==> config.mk <==
export PLATFORM = sky130hd
export DESIGN_NAME = key_loader_aor64_flat
export DESIGN_NICKNAME = d
export VERILOG_FILES = /design/src/rtl/key_loader_aor64_if.sv /design/src/rtl/key_loader_aor64.sv /design/src/flat_wrapper.sv
export SDC_FILE = /design/constraint.sdc
export NUM_CORES = 1
export LEC_CHECK = 0
export CAP_MARGIN = 20
export CORE_UTILIZATION = 50
export DETAILED_ROUTE_END_ITERATION = 8
export GPL_ROUTABILITY_DRIVEN = 0
export GPL_TIMING_DRIVEN = 0
export PLACE_DENSITY = 0.83
export RECOVER_POWER = 25
export SETUP_SLACK_MARGIN = 0.5
export SYNTH_ARGS = -nofsm -noshare
export SYNTH_HDL_FRONTEND = slang
export SYNTH_SLANG_ARGS = --single-unit
==> constraint.sdc <==
create_clock -name clk_i -period 3.4 [get_ports clk_i]
set_clock_uncertainty 0.15 [all_clocks]
set_input_delay 0.68 -clock clk_i [delete_from_list [all_inputs] [get_ports clk_i]]
set_output_delay 0.68 -clock clk_i [all_outputs]
set_load 0.005 [all_outputs]
==> src/rtl/key_loader_aor64_if.sv <==
// Operand handshake bundle for key_loader_aor64: upstream operands in,
// registered operands out to the locked adder.
interface key_loader_aor64_if #(
  parameter int unsigned DATA_W = 32
);
  logic              op_valid_i;
  logic              op_ready_o;
  logic [DATA_W-1:0] add1_i;
  logic [DATA_W-1:0] add2_i;
  logic [DATA_W-1:0] add1_o;
  logic [DATA_W-1:0] add2_o;
  logic              op_valid_o;
  logic              op_ready_i;

  modport slave (
    input  op_valid_i, add1_i, add2_i, op_ready_i,
    output op_ready_o, add1_o, add2_o, op_valid_o
  );

  modport master (
    output op_valid_i, add1_i, add2_i, op_ready_i,
    input  op_ready_o, add1_o, add2_o, op_valid_o
  );
endinterface

==> src/rtl/key_loader_aor64.sv <==
// Serial key loader for a logic-locked adder with a one-deep operand stage.
// Optional macro KEY_PARITY_EN adds a trailing even-parity bit to each load.
module key_loader_aor64 #(
  parameter int unsigned KEY_W  = 64,
  parameter int unsigned DATA_W = 32
) (
  input  logic             clk_i,
  input  logic             rst_i,
  input  logic             key_start_i,
  input  logic             key_bit_i,
  input  logic             key_valid_i,
  output logic             key_ready_o,
  output logic [KEY_W-1:0] keyinput_o,
  output logic             key_armed_o,
  output logic             key_err_o,
  key_loader_aor64_if.slave op_if
);

`ifdef KEY_PARITY_EN
  localparam int unsigned LOAD_BITS = KEY_W + 1;
`else
  localparam int unsigned LOAD_BITS = KEY_W;
`endif
  localparam int unsigned CNT_W = $clog2(LOAD_BITS + 1);
  localparam logic [CNT_W-1:0] LAST = CNT_W'(LOAD_BITS - 1);

  typedef enum logic [1:0] {S_IDLE, S_LOAD, S_COMMIT, S_ARMED} state_t;

  state_t            r_state;
  state_t            w_state_nxt;
  logic [CNT_W-1:0]  r_count;
  logic [KEY_W-1:0]  r_shadow;
  logic [KEY_W-1:0]  r_key;
  logic [DATA_W-1:0] r_add1;
  logic [DATA_W-1:0] r_add2;
  logic              r_op_valid;
  logic              w_clear;
  logic              w_accept;
  logic              w_commit;
  logic              w_op_ready;
  logic              w_op_take;
  logic [KEY_W-1:0]  w_bit_mask;
`ifdef KEY_PARITY_EN
  logic              r_have_key;
  logic              r_err;
  logic              w_par_bad;
`endif

  assign w_bit_mask = KEY_W'(key_bit_i) << r_count;

  // A start request always wins over a bit offered in the same cycle.
  always_comb begin
    w_state_nxt = r_state;
    w_clear     = 1'b0;
    w_accept    = 1'b0;
    w_commit    = 1'b0;
`ifdef KEY_PARITY_EN
    w_par_bad   = 1'b0;
`endif
    case (r_state)
      S_IDLE: begin
        if (key_start_i) begin
          w_state_nxt = S_LOAD;
          w_clear     = 1'b1;
        end
      end
      S_LOAD: begin
        if (key_start_i) begin
          w_clear = 1'b1;
        end else if (key_valid_i) begin
          w_accept = 1'b1;
          if (r_count == LAST) begin
`ifdef KEY_PARITY_EN
            if ((^r_shadow) != key_bit_i) begin
              w_par_bad   = 1'b1;
              w_state_nxt = r_have_key ? S_ARMED : S_IDLE;
            end else begin
              w_state_nxt = S_COMMIT;
            end
`else
            w_state_nxt = S_COMMIT;
`endif
          end
        end
      end
      S_COMMIT: begin
        if (key_start_i) begin
          w_state_nxt = S_LOAD;
          w_clear     = 1'b1;
        end else if (!r_op_valid) begin
          w_commit    = 1'b1;
          w_state_nxt = S_ARMED;
        end
      end
      S_ARMED: begin
        if (key_start_i) begin
          w_state_nxt = S_LOAD;
          w_clear     = 1'b1;
        end
      end
      default: w_state_nxt = S_IDLE;
    endcase
  end

  assign w_op_ready = (r_state == S_ARMED) && (!r_op_valid || op_if.op_ready_i);
  assign w_op_take  = op_if.op_valid_i && w_op_ready;

  always_ff @(posedge clk_i) begin
    if (rst_i) begin
      r_state    <= S_IDLE;
      r_count    <= '0;
      r_shadow   <= '0;
      r_key      <= '0;
      r_add1     <= '0;
      r_add2     <= '0;
      r_op_valid <= 1'b0;
`ifdef KEY_PARITY_EN
      r_have_key <= 1'b0;
      r_err      <= 1'b0;
`endif
    end else begin
      r_state <= w_state_nxt;

      if (w_clear) begin
        r_count  <= '0;
        r_shadow <= '0;
      end else if (w_accept) begin
        r_count  <= r_count + CNT_W'(1);
        r_shadow <= r_shadow | w_bit_mask;
      end
`ifdef KEY_PARITY_EN
      if (w_par_bad) begin
        r_count  <= '0;
        r_shadow <= '0;
      end
      r_err <= w_par_bad;
      if (w_commit) r_have_key <= 1'b1;
`endif

      // The key only moves here, and only with the operand stage empty.
      if (w_commit) r_key <= r_shadow;

      if (w_op_take) begin
        r_add1     <= op_if.add1_i;
        r_add2     <= op_if.add2_i;
        r_op_valid <= 1'b1;
      end else if (op_if.op_ready_i) begin
        r_op_valid <= 1'b0;
      end
    end
  end

  assign key_ready_o       = (r_state == S_LOAD);
  assign key_armed_o       = (r_state == S_ARMED);
  assign keyinput_o        = r_key;
`ifdef KEY_PARITY_EN
  assign key_err_o         = r_err;
`else
  assign key_err_o         = 1'b0;
`endif
  assign op_if.op_ready_o  = w_op_ready;
  assign op_if.op_valid_o  = r_op_valid;
  assign op_if.add1_o      = r_add1;
  assign op_if.add2_o      = r_add2;

endmodule

==> src/flat_wrapper.sv <==
// flat-port wrapper written by rule: the top's interface ports become plain ports
module key_loader_aor64_flat 
#(
  parameter int unsigned KEY_W  = 64,
  parameter int unsigned DATA_W = 32
)
  (clk_i, rst_i, key_start_i, key_bit_i, key_valid_i, key_ready_o, keyinput_o, key_armed_o, key_err_o, op_if_op_valid_i, op_if_add1_i, op_if_add2_i, op_if_op_ready_i, op_if_op_ready_o, op_if_add1_o, op_if_add2_o, op_if_op_valid_o);
  key_loader_aor64_if #(.DATA_W(DATA_W)) op_if_i ();
  input  logic clk_i;
  input  logic rst_i;
  input  logic key_start_i;
  input  logic key_bit_i;
  input  logic key_valid_i;
  output logic key_ready_o;
  output logic [KEY_W-1:0] keyinput_o;
  output logic key_armed_o;
  output logic key_err_o;
  input wire logic [$bits(op_if_i.op_valid_i)-1:0] op_if_op_valid_i;
  input wire logic [$bits(op_if_i.add1_i)-1:0] op_if_add1_i;
  input wire logic [$bits(op_if_i.add2_i)-1:0] op_if_add2_i;
  input wire logic [$bits(op_if_i.op_ready_i)-1:0] op_if_op_ready_i;
  output wire logic [$bits(op_if_i.op_ready_o)-1:0] op_if_op_ready_o;
  output wire logic [$bits(op_if_i.add1_o)-1:0] op_if_add1_o;
  output wire logic [$bits(op_if_i.add2_o)-1:0] op_if_add2_o;
  output wire logic [$bits(op_if_i.op_valid_o)-1:0] op_if_op_valid_o;
  assign op_if_i.op_valid_i = op_if_op_valid_i;
  assign op_if_i.add1_i = op_if_add1_i;
  assign op_if_i.add2_i = op_if_add2_i;
  assign op_if_i.op_ready_i = op_if_op_ready_i;
  assign op_if_op_ready_o = op_if_i.op_ready_o;
  assign op_if_add1_o = op_if_i.add1_o;
  assign op_if_add2_o = op_if_i.add2_o;
  assign op_if_op_valid_o = op_if_i.op_valid_o;
  key_loader_aor64 #(.KEY_W(KEY_W), .DATA_W(DATA_W)) u_core (.clk_i(clk_i), .rst_i(rst_i), .key_start_i(key_start_i), .key_bit_i(key_bit_i), .key_valid_i(key_valid_i), .key_ready_o(key_ready_o), .keyinput_o(keyinput_o), .key_armed_o(key_armed_o), .key_err_o(key_err_o), .op_if(op_if_i));
endmodule
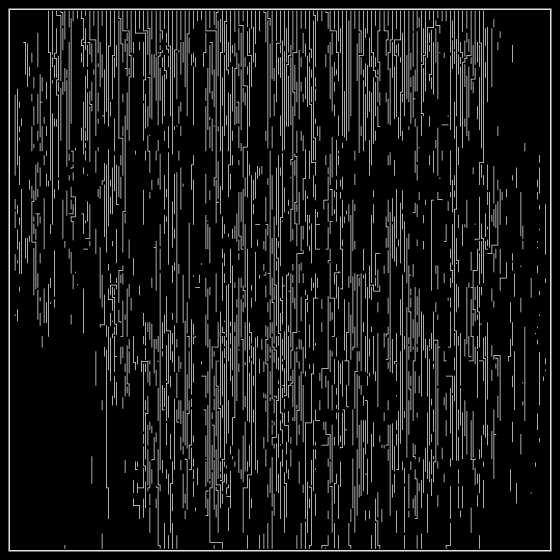
Run 1: met2 routing
longest straight run: 43.5 um
share of all routed wire: 48%
wire length on this layer: 9250 um
nets with wire on the layer: 961
main direction: vertical

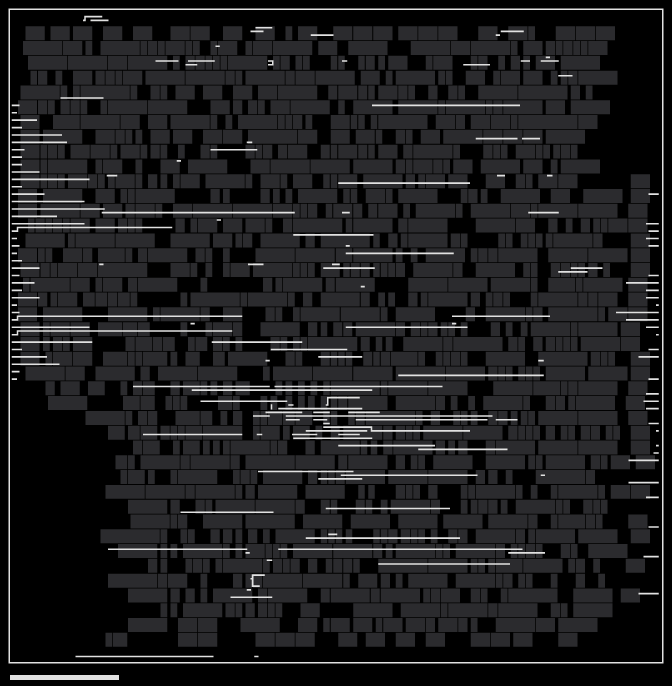
Run 1: signal wires on met3
The bar under the picture is 20 um long. Cells faint in the background.
main direction: horizontal
wire length on this layer: 1280 um
longest straight run: 44.6 um
nets with wire on the layer: 123
share of all routed wire: 6.7%

==> flow_metrics.tcl, run 1 <==
# place-and-route summary
set metrics [dict create \
    fmax_mhz 352 \
    endpoint "op_if_op_ready_o" \
    chipArea_um2 14400 \
    maxSlewHeadroom_pct 47.7 \
    first_iter_violations 357 \
    final_cell_mix "nand2_1, dfxtp_1, clkdlybuf4s50_1, a21oi_1, o21ai_0" \
    combinationalPower_mw 0.488 \
    fp_util_pct 51.8 \
    crit_fanout 4 \
    place_ws_ns 0.648 \
    grt_use_met2_pct 43.5 \
    vias_per_cell 5.17 \
    r2r_end "u_core.r_shadow[57]" \
    grt_use_total_pct 26.1 \
    core_area_um2 13400 \
    io_pins 204 \
    die_x_um 120 \
    num_vias 6553 \
    hold_depth 2 \
    firstDrtPassIters 7 \
    setup_viol 0 \
    min_from "u_core.r_shadow[7]" \
    gr-max-usage-layer "met2" \
    numSynthFlops 202 \
    hold_viol_final 0 \
    root_buffer "clkbuf_16" \
    placed_area_um2 9180 \
    ctsResizeCount 0 \
    crit_path_start "op_if_op_ready_i" \
    fillers 999 \
    crit_required_ns 2.57 \
    comb_power_share_pct 9.2 \
    rr_worst_depth 6 \
    path_clk_slew_ns 0.06 \
    power_leader "sequential cells" \
    h-tree-depth 1 \
    rr_startpoint "u_core.r_state[0]" \
    holdPathEnd "u_core.r_shadow[7]" \
    status "finished, final reports clean" \
]
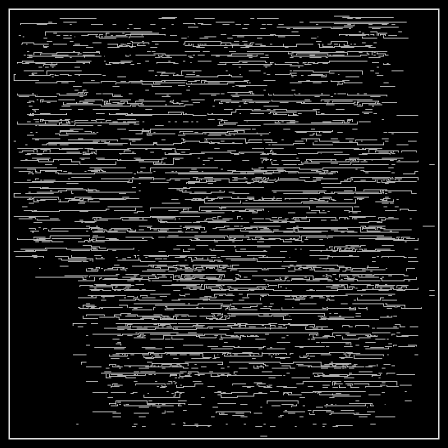
Run 1: signal wires on met1
longest straight run: 30.4 um
nets with wire on the layer: 1047
wire length on this layer: 8070 um

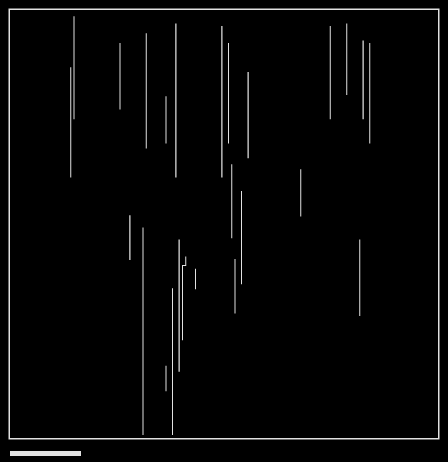
Run 1: metal 4
The bar under the picture is 20 um long.
nets with wire on the layer: 20
longest straight run: 57.8 um
share of all routed wire: 3.3%
main direction: vertical

==> run 1: synth_stat cells, drive strengths merged <==
| cell type | count | area [um2] |
|---|---|---|
| nand2 | 343 | 1290 |
| dfxtp | 202 | 4040 |
| a21oi | 133 | 666 |
| o21ai | 65 | 325 |
| clkbuf | 31 | 116 |
| buf | 25 | 134 |
| nor2 | 12 | 45.0 |
| nand3 | 5 | 25.0 |
| ha | 4 | 50.1 |
| xor2 | 4 | 35.0 |
| and3b | 3 | 26.3 |
| nor3b | 3 | 33.8 |
| and2 | 2 | 12.5 |
| and3 | 2 | 12.5 |
| inv | 2 | 7.51 |
| nand2b | 2 | 12.5 |
| nand4 | 2 | 12.5 |
| nor2b | 2 | 12.5 |
| nor3 | 2 | 15.0 |
| or2 | 2 | 12.5 |
| xnor2 | 2 | 17.5 |
| a2111oi | 1 | 8.76 |
| and4 | 1 | 8.76 |
| conb | 1 | 3.75 |
| nand3b | 1 | 7.51 |
| nand4b | 1 | 8.76 |
| o21bai | 1 | 7.51 |
==> run 1: cells by family (layout without fill, tap and decap cells) <==
kind of cell	Yosys count	after routing
simple gates	383	383
flops	202	202
compound gates	200	200
buf+inv	58	296
xor+xnor	6	6
fa+ha+maj	4	4
other cells	1	1
==> run 1: area by class of cell <==
type / instances / area, um2 / area share (%)
plain buffers: 56 / 231 / 2.35
clock buffers: 29 / 626 / 6.34
multi-input cells: 594 / 2630 / 26.7
flip-flops and latches: 202 / 4040 / 41.0
clock inverters: 8 / 96.3 / 0.976
inverters: 2 / 7.51 / 0.0761
well taps: 176 / 220 / 2.23
repair buffers: 201 / 2010 / 20.4
==> run 1: worst max-delay path: stages <==
cell	delay, ns
dlygate4sd3_1	0.53
nand2b_1	0.18
and2_1	0.17
clkdlybuf4s50_1	0.45
Run 1, routing congestion:
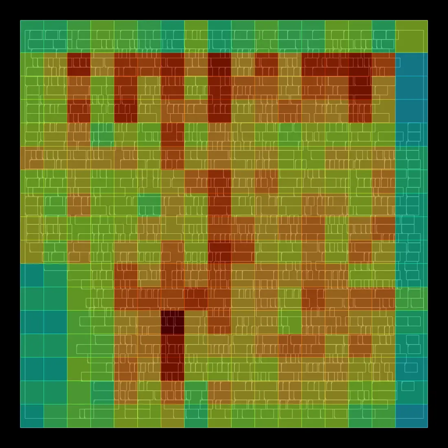

==> run 2: changes to the inputs <==
--- a/config.mk
+++ b/config.mk
@@ -6,11 +6,11 @@
 export NUM_CORES = 1
 export LEC_CHECK = 0
 export CAP_MARGIN = 20
-export CORE_UTILIZATION = 50
+export CORE_UTILIZATION = 47
 export DETAILED_ROUTE_END_ITERATION = 8
 export GPL_ROUTABILITY_DRIVEN = 0
 export GPL_TIMING_DRIVEN = 0
-export PLACE_DENSITY = 0.83
+export PLACE_DENSITY = 0.79
 export RECOVER_POWER = 25
 export SETUP_SLACK_MARGIN = 0.5
 export SYNTH_ARGS = -nofsm -noshare
==> constraint.sdc (replaced) <==
create_clock -name clk_i -period 2.65 [get_ports clk_i]
set_clock_uncertainty 0.15 [all_clocks]
set_input_delay 0.53 -clock clk_i [delete_from_list [all_inputs] [get_ports clk_i]]
set_output_delay 0.53 -clock clk_i [all_outputs]
set_load 0.005 [all_outputs]
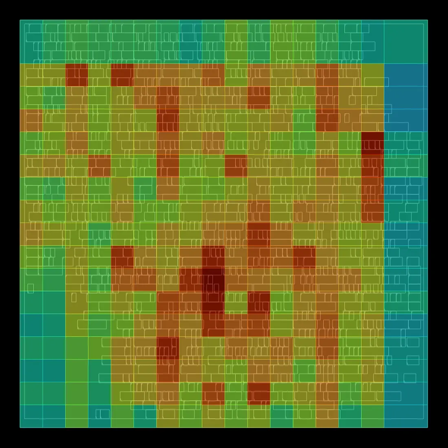
Run 2: routing congestion
total track usage: 23.9%
grt met1 use: 30.8%
DR WL/cell: 14.9 um
grt met3 use: 4.85%
Finished Core Util: 68.1%

==> run 2 against run 1 <==
Effect of this change: register-to-register slack worse by 0.75 ns; largest power group unchanged; highest routed layer unchanged; critical path type is now in -> reg; core utilization down 5.5 points; critical endpoint is now u_core.r_shadow[46]; clock power up about 20%; sequential cell count unchanged; routed wire length down 1.4%; worst setup slack worse by 0.22 ns.
==> flow_metrics.tcl, run 2 <==
# place-and-route summary
set metrics [dict create \
    place_ws_ns 0.0813 \
    placed_area_um2 9190 \
    flop_area_um2 4050 \
    first_iter_violations 456 \
    top_cell "nand2_1" \
    status "finished, final reports clean" \
    comb_area_um2 2670 \
    holdPathEnd "u_core.r_state[1]" \
    edf_count 0 \
    h-tree-depth 1 \
    comb_power_share_pct 9.5 \
    crit_fanout 10 \
    hold_viol_final 0 \
    maxSlewHeadroom_pct 52.7 \
    hold_depth 3 \
    crit_path_start "key_start_i" \
    vias_per_cell 5.04 \
    io_pins 204 \
    final_cell_mix "nand2_1, dfxtp_1, clkdlybuf4s50_1, a21oi_1, o21ai_0" \
    area_leaders "dfxtp_1, nand2_1, a21oi_1, o21ai_0, clkbuf_1" \
    yosys-top-cells-count "nand2_1, dfxtp_1, a21oi_1" \
    fmax_mhz 433 \
]
[run 2: layer usage]
layer  up-vias  wire length (um)  part of all wire [%]
li1       3226                 -                     -
met1      2985              7850                    41
met2       189              9440                    50
met3        33              1270                   6.7
met4         0               406                   2.1
met5         -                 0                     0
[run 2: final cells by class]
class                           instances  area share, %
Sequential cell                       202           41.1
Clock buffer                           30           6.08
Timing Repair Buffer                  201           20.3
Clock inverter                          7          0.647
Inverter                                2         0.0761
Multi-Input combinational cell        594           27.0
Tap cell                              184           2.33
Buffer                                 56           2.44
[run 2: power by group through the flow]
stage | Clock (mW) | Sequential [mW] | Combinational, mW
floorplan | 0 | 3.21 | 0.289
CTS | 2.84 | 3.16 | 0.636
detailed placement | 0 | 3.21 | 0.631
global placement | 0 | 3.21 | 0.626
finish | 2.81 | 3.16 | 0.628
global route | 2.97 | 3.17 | 0.692
[run 2: kinds of logic (layout without fill, tap and decap cells)]
kind of cell / count (synthesis) / after routing / share of synthesized area (%)
AOI/OAI and AO/OA: 200 / 200 / 14.5
and+or+nand+nor: 383 / 383 / 22.1
buffers and inverters: 58 / 296 / 3.71
adders and majority gates: 4 / 4 / 0.720
DFF: 202 / 202 / 58.2
other: 1 / 1 / 0.0540
xor gates and xnor gates: 6 / 6 / 0.756
[run 2: stage by stage]
stage / instances / total power [mW] / hold WS [ns]
2_1_floorplan: 854 / 3.50 / 0.275
3_3_place_gp: 1239 / 3.84 / 0.284
3_5_place_dp: 1239 / 3.84 / 0.292
4_1_cts: 1276 / 6.63 / 0.210
5_1_grt: 1276 / 6.82 / 0.266
6_report: 1276 / 6.60 / 0.214
[run 2: worst max-delay path: stages]
cell and delay, ns:
dlygate4sd3_1 0.63, and3b_1 0.24, clkbuf_1 0.29, nand3_1 0.32, clkbuf_1 0.29, o21ai_0 0.25
Power and IR drop assume default switching activity.
